File: src/rtl/rr_mux_reg_if.sv
// Channel bundle for rr_mux_reg: N producer lanes, the mode/select controls
// and the single registered consumer lane.
interface rr_mux_reg_if #(
  parameter int WIDTH = 32,
  parameter int N     = 4
);
  localparam int SELW = $clog2(N);

  logic [N-1:0]       in_valid;
  logic [N*WIDTH-1:0] in_data;
  logic [N-1:0]       in_ready;
  logic               force_en;
  logic [SELW-1:0]    force_sel;
  logic               out_valid;
  logic [WIDTH-1:0]   out_data;
  logic [SELW-1:0]    out_sel;
  logic               out_ready;

  modport master (
    output in_valid, in_data, force_en, force_sel, out_ready,
    input  in_ready, out_valid, out_data, out_sel
  );

  modport slave (
    input  in_valid, in_data, force_en, force_sel, out_ready,
    output in_ready, out_valid, out_data, out_sel
  );
endinterface

File: src/rtl/rr_mux_reg.sv
// N-way round-robin / forced-select multiplexer with a single registered
// output stage and valid/ready back-pressure.
module rr_mux_reg #(
  parameter int WIDTH = 32,
  parameter int N     = 4
) (
  input  logic         clk,
  input  logic         rst,
  rr_mux_reg_if.slave  bus
);
  localparam int SELW = $clog2(N);

  logic [SELW-1:0]  ptr_p0;
  logic             vld_p0;
  logic [WIDTH-1:0] data_p0;
  logic [SELW-1:0]  sel_p0;

  logic             load;
  logic             gnt_vld;
  logic [SELW-1:0]  gnt_idx;
  logic [SELW-1:0]  cand;
  logic [WIDTH-1:0] gnt_data;

  assign load = !vld_p0 || bus.out_ready;

  // Arbitration. Round-robin scans from farthest to nearest so the channel
  // closest after ptr_p0 is the last, and therefore winning, assignment.
  always_comb begin
    gnt_vld = 1'b0;
    gnt_idx = '0;
    cand    = '0;
    if (bus.force_en) begin
      for (int i = 0; i < N; i++) begin
        if (bus.force_sel == SELW'(i) && bus.in_valid[i]) begin
          gnt_vld = 1'b1;
          gnt_idx = SELW'(i);
        end
      end
    end else begin
      for (int k = N; k >= 1; k--) begin
        cand = SELW'((int'(ptr_p0) + k) % N);
        if (bus.in_valid[cand]) begin
          gnt_vld = 1'b1;
          gnt_idx = cand;
        end
      end
    end
  end

  always_comb begin
    gnt_data = '0;
    for (int i = 0; i < N; i++) begin
      if (gnt_idx == SELW'(i)) gnt_data = bus.in_data[i*WIDTH +: WIDTH];
    end
  end

  always_comb begin
    bus.in_ready = '0;
    for (int i = 0; i < N; i++) begin
      bus.in_ready[i] = load && gnt_vld && (gnt_idx == SELW'(i)) && !rst;
    end
  end

  // Stage p0: output register and priority pointer
  always_ff @(posedge clk or posedge rst) begin
    if (rst) begin
      vld_p0  <= 1'b0;
      data_p0 <= '0;
      sel_p0  <= '0;
      ptr_p0  <= SELW'(N - 1);
    end else if (load) begin
      vld_p0 <= gnt_vld;
      if (gnt_vld) begin
        data_p0 <= gnt_data;
        sel_p0  <= gnt_idx;
        if (!bus.force_en) ptr_p0 <= gnt_idx;
      end
    end
  end

  assign bus.out_valid = vld_p0;
  assign bus.out_data  = data_p0;
  assign bus.out_sel   = sel_p0;
endmodule

File: src/flat_wrapper.sv
// flat-port wrapper written by rule: the top's interface ports become plain ports
module rr_mux_reg_flat 
#(
  parameter int WIDTH = 32,
  parameter int N     = 4
)
  (clk, rst, bus_in_valid, bus_in_data, bus_force_en, bus_force_sel, bus_out_ready, bus_in_ready, bus_out_valid, bus_out_data, bus_out_sel);
  rr_mux_reg_if #(.WIDTH(WIDTH), .N(N)) bus_i ();
  input  logic clk;
  input  logic rst;
  input wire logic [$bits(bus_i.in_valid)-1:0] bus_in_valid;
  input wire logic [$bits(bus_i.in_data)-1:0] bus_in_data;
  input wire logic [$bits(bus_i.force_en)-1:0] bus_force_en;
  input wire logic [$bits(bus_i.force_sel)-1:0] bus_force_sel;
  input wire logic [$bits(bus_i.out_ready)-1:0] bus_out_ready;
  output wire logic [$bits(bus_i.in_ready)-1:0] bus_in_ready;
  output wire logic [$bits(bus_i.out_valid)-1:0] bus_out_valid;
  output wire logic [$bits(bus_i.out_data)-1:0] bus_out_data;
  output wire logic [$bits(bus_i.out_sel)-1:0] bus_out_sel;
  assign bus_i.in_valid = bus_in_valid;
  assign bus_i.in_data = bus_in_data;
  assign bus_i.force_en = bus_force_en;
  assign bus_i.force_sel = bus_force_sel;
  assign bus_i.out_ready = bus_out_ready;
  assign bus_in_ready = bus_i.in_ready;
  assign bus_out_valid = bus_i.out_valid;
  assign bus_out_data = bus_i.out_data;
  assign bus_out_sel = bus_i.out_sel;
  rr_mux_reg #(.WIDTH(WIDTH), .N(N)) u_core (.clk(clk), .rst(rst), .bus(bus_i));
endmodule
File: config.mk
export PLATFORM = sky130hd
export DESIGN_NAME = rr_mux_reg_flat
export DESIGN_NICKNAME = d
export VERILOG_FILES = /design/src/rtl/rr_mux_reg_if.sv /design/src/rtl/rr_mux_reg.sv /design/src/flat_wrapper.sv
export SDC_FILE = /design/constraint.sdc
export NUM_CORES = 1
export LEC_CHECK = 0
export CAP_MARGIN = 30
export CORE_MARGIN = 3
export CORE_UTILIZATION = 37
export CTS_CLUSTER_DIAMETER = 100
export DETAILED_ROUTE_END_ITERATION = 10
export GPL_ROUTABILITY_DRIVEN = 0
export PLACE_DENSITY = 0.86
export SETUP_SLACK_MARGIN = 0.5
export SYNTH_ARGS = -nofsm -noshare
export SYNTH_HDL_FRONTEND = slang
export SYNTH_SLANG_ARGS = --single-unit
File: constraint.sdc
create_clock -name clk -period 2.45 [get_ports clk]
set_input_delay 0.49 -clock clk [delete_from_list [all_inputs] [get_ports clk]]
set_output_delay 0.49 -clock clk [all_outputs]
set_load 0.02 [all_outputs]
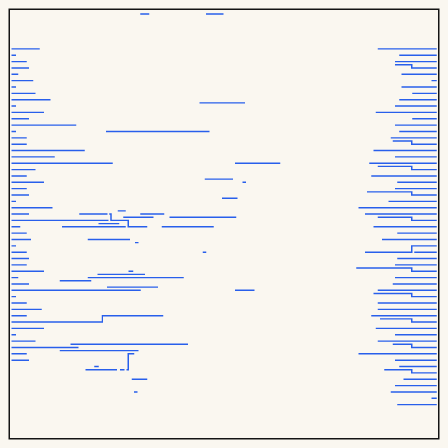
(images/m3.png)
longest straight run: 27.4 um
wire length on this layer: 1,130 um
share of all routed wire: 10%
main direction: horizontal
nets with wire on the layer: 129

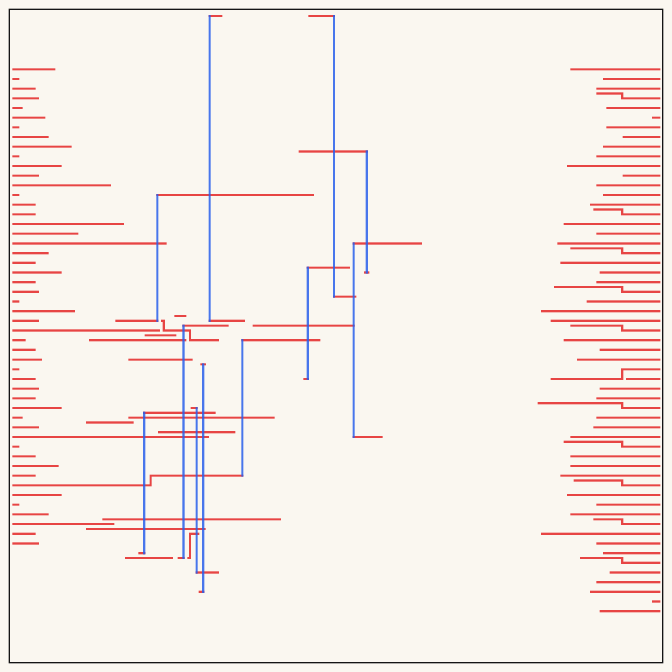
(images/layers.png)
Two of the layers only.
[red] M3 | wire length: 1,130 um
[blue] M4 | wire length: 286 um
Routed WL per cell: 20.8 um
global routing usage summed across all routing layers: 23.8%
wirelength, routed: 11.1 mm
total number of vias: 2,838

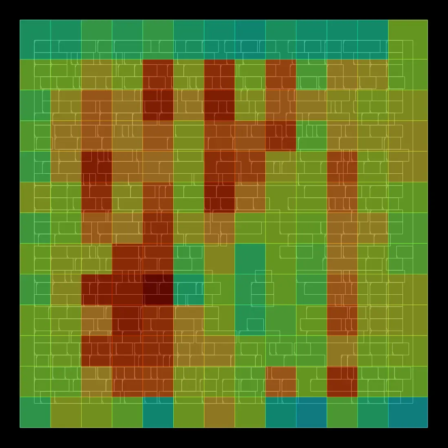
(images/congestion_map.png)
fraction of met2 tracks used by global routing: 42.3%
met1 usage in global routing: 26.3%
final core utilization: 79.2%
most used routing layer: met2

==> out/qor.json <==
{
  "worst_setup_path": {
    "setup.reg_to_reg.worst_slack_ns": 0.06,
    "critical_path_class": "reg -> out"
  },
  "clock_network": {
    "root_buffer": "sky130_fd_sc_hd__clkbuf_8",
    "cts_num_sinks": 37,
    "cts_buffer_depth": 2
  },
  "power_and_ir_drop": {
    "power_frac_clock_pct": 16.1,
    "clock_net_power_mw": 0.548
  },
  "outcome": {
    "run_status": "finished clean"
  },
  "yosys": {
    "ys_seq_elements": 37,
    "post_synth_inst_count": 224,
    "post_synth_main_logic_family": "multiplexers",
    "mux_area_share_pct": 25.4,
    "synth_async_sr_flop_share_pct": 100,
    "xors_xnors_by_area_pct": 0,
    "yosys_area_mm2": 0.00271,
    "mappedNetlistArea_mm2": 0.00271
  },
  "global_route": {
    "grt_pass1_wl_mm": 15.9
  },
  "final_layout": {
    "layout.clock_buffers": 7,
    "drive_above_1_share_pct": 35.2,
    "insertedDiodeCount": 0,
    "comb_share_pct": 35.2,
    "largest_register_ff_count": 32,
    "lay_top_cells": "sky130_fd_sc_hd__clkdlybuf4s50_1, sky130_fd_sc_hd__mux2i_1, sky130_fd_sc_hd__nor2_1, sky130_fd_sc_hd__dfrtp_1, sky130_fd_sc_hd__a221oi_2"
  },
  "sta": {
    "worst-slew-pin-transition_ns": 0.479,
    "maxSlewHeadroom_pct": 68.1,
    "setup_slack_ns": 0.00802,
    "final-setup-viol-count": 0,
    "timing.hold.ws_ns": 0.528
  },
  "floorplan": {
    "chip_area_mm2": 0.00840
  },
  "drt": {
    "detail_route.vias_per_cell": 5.34
  },
  "placed_design": {
    "dpl_cells": 499
  },
  "hold_path": {
    "timing.hold.worst.start": "u_core.bus.out_sel[1]"
  }
}
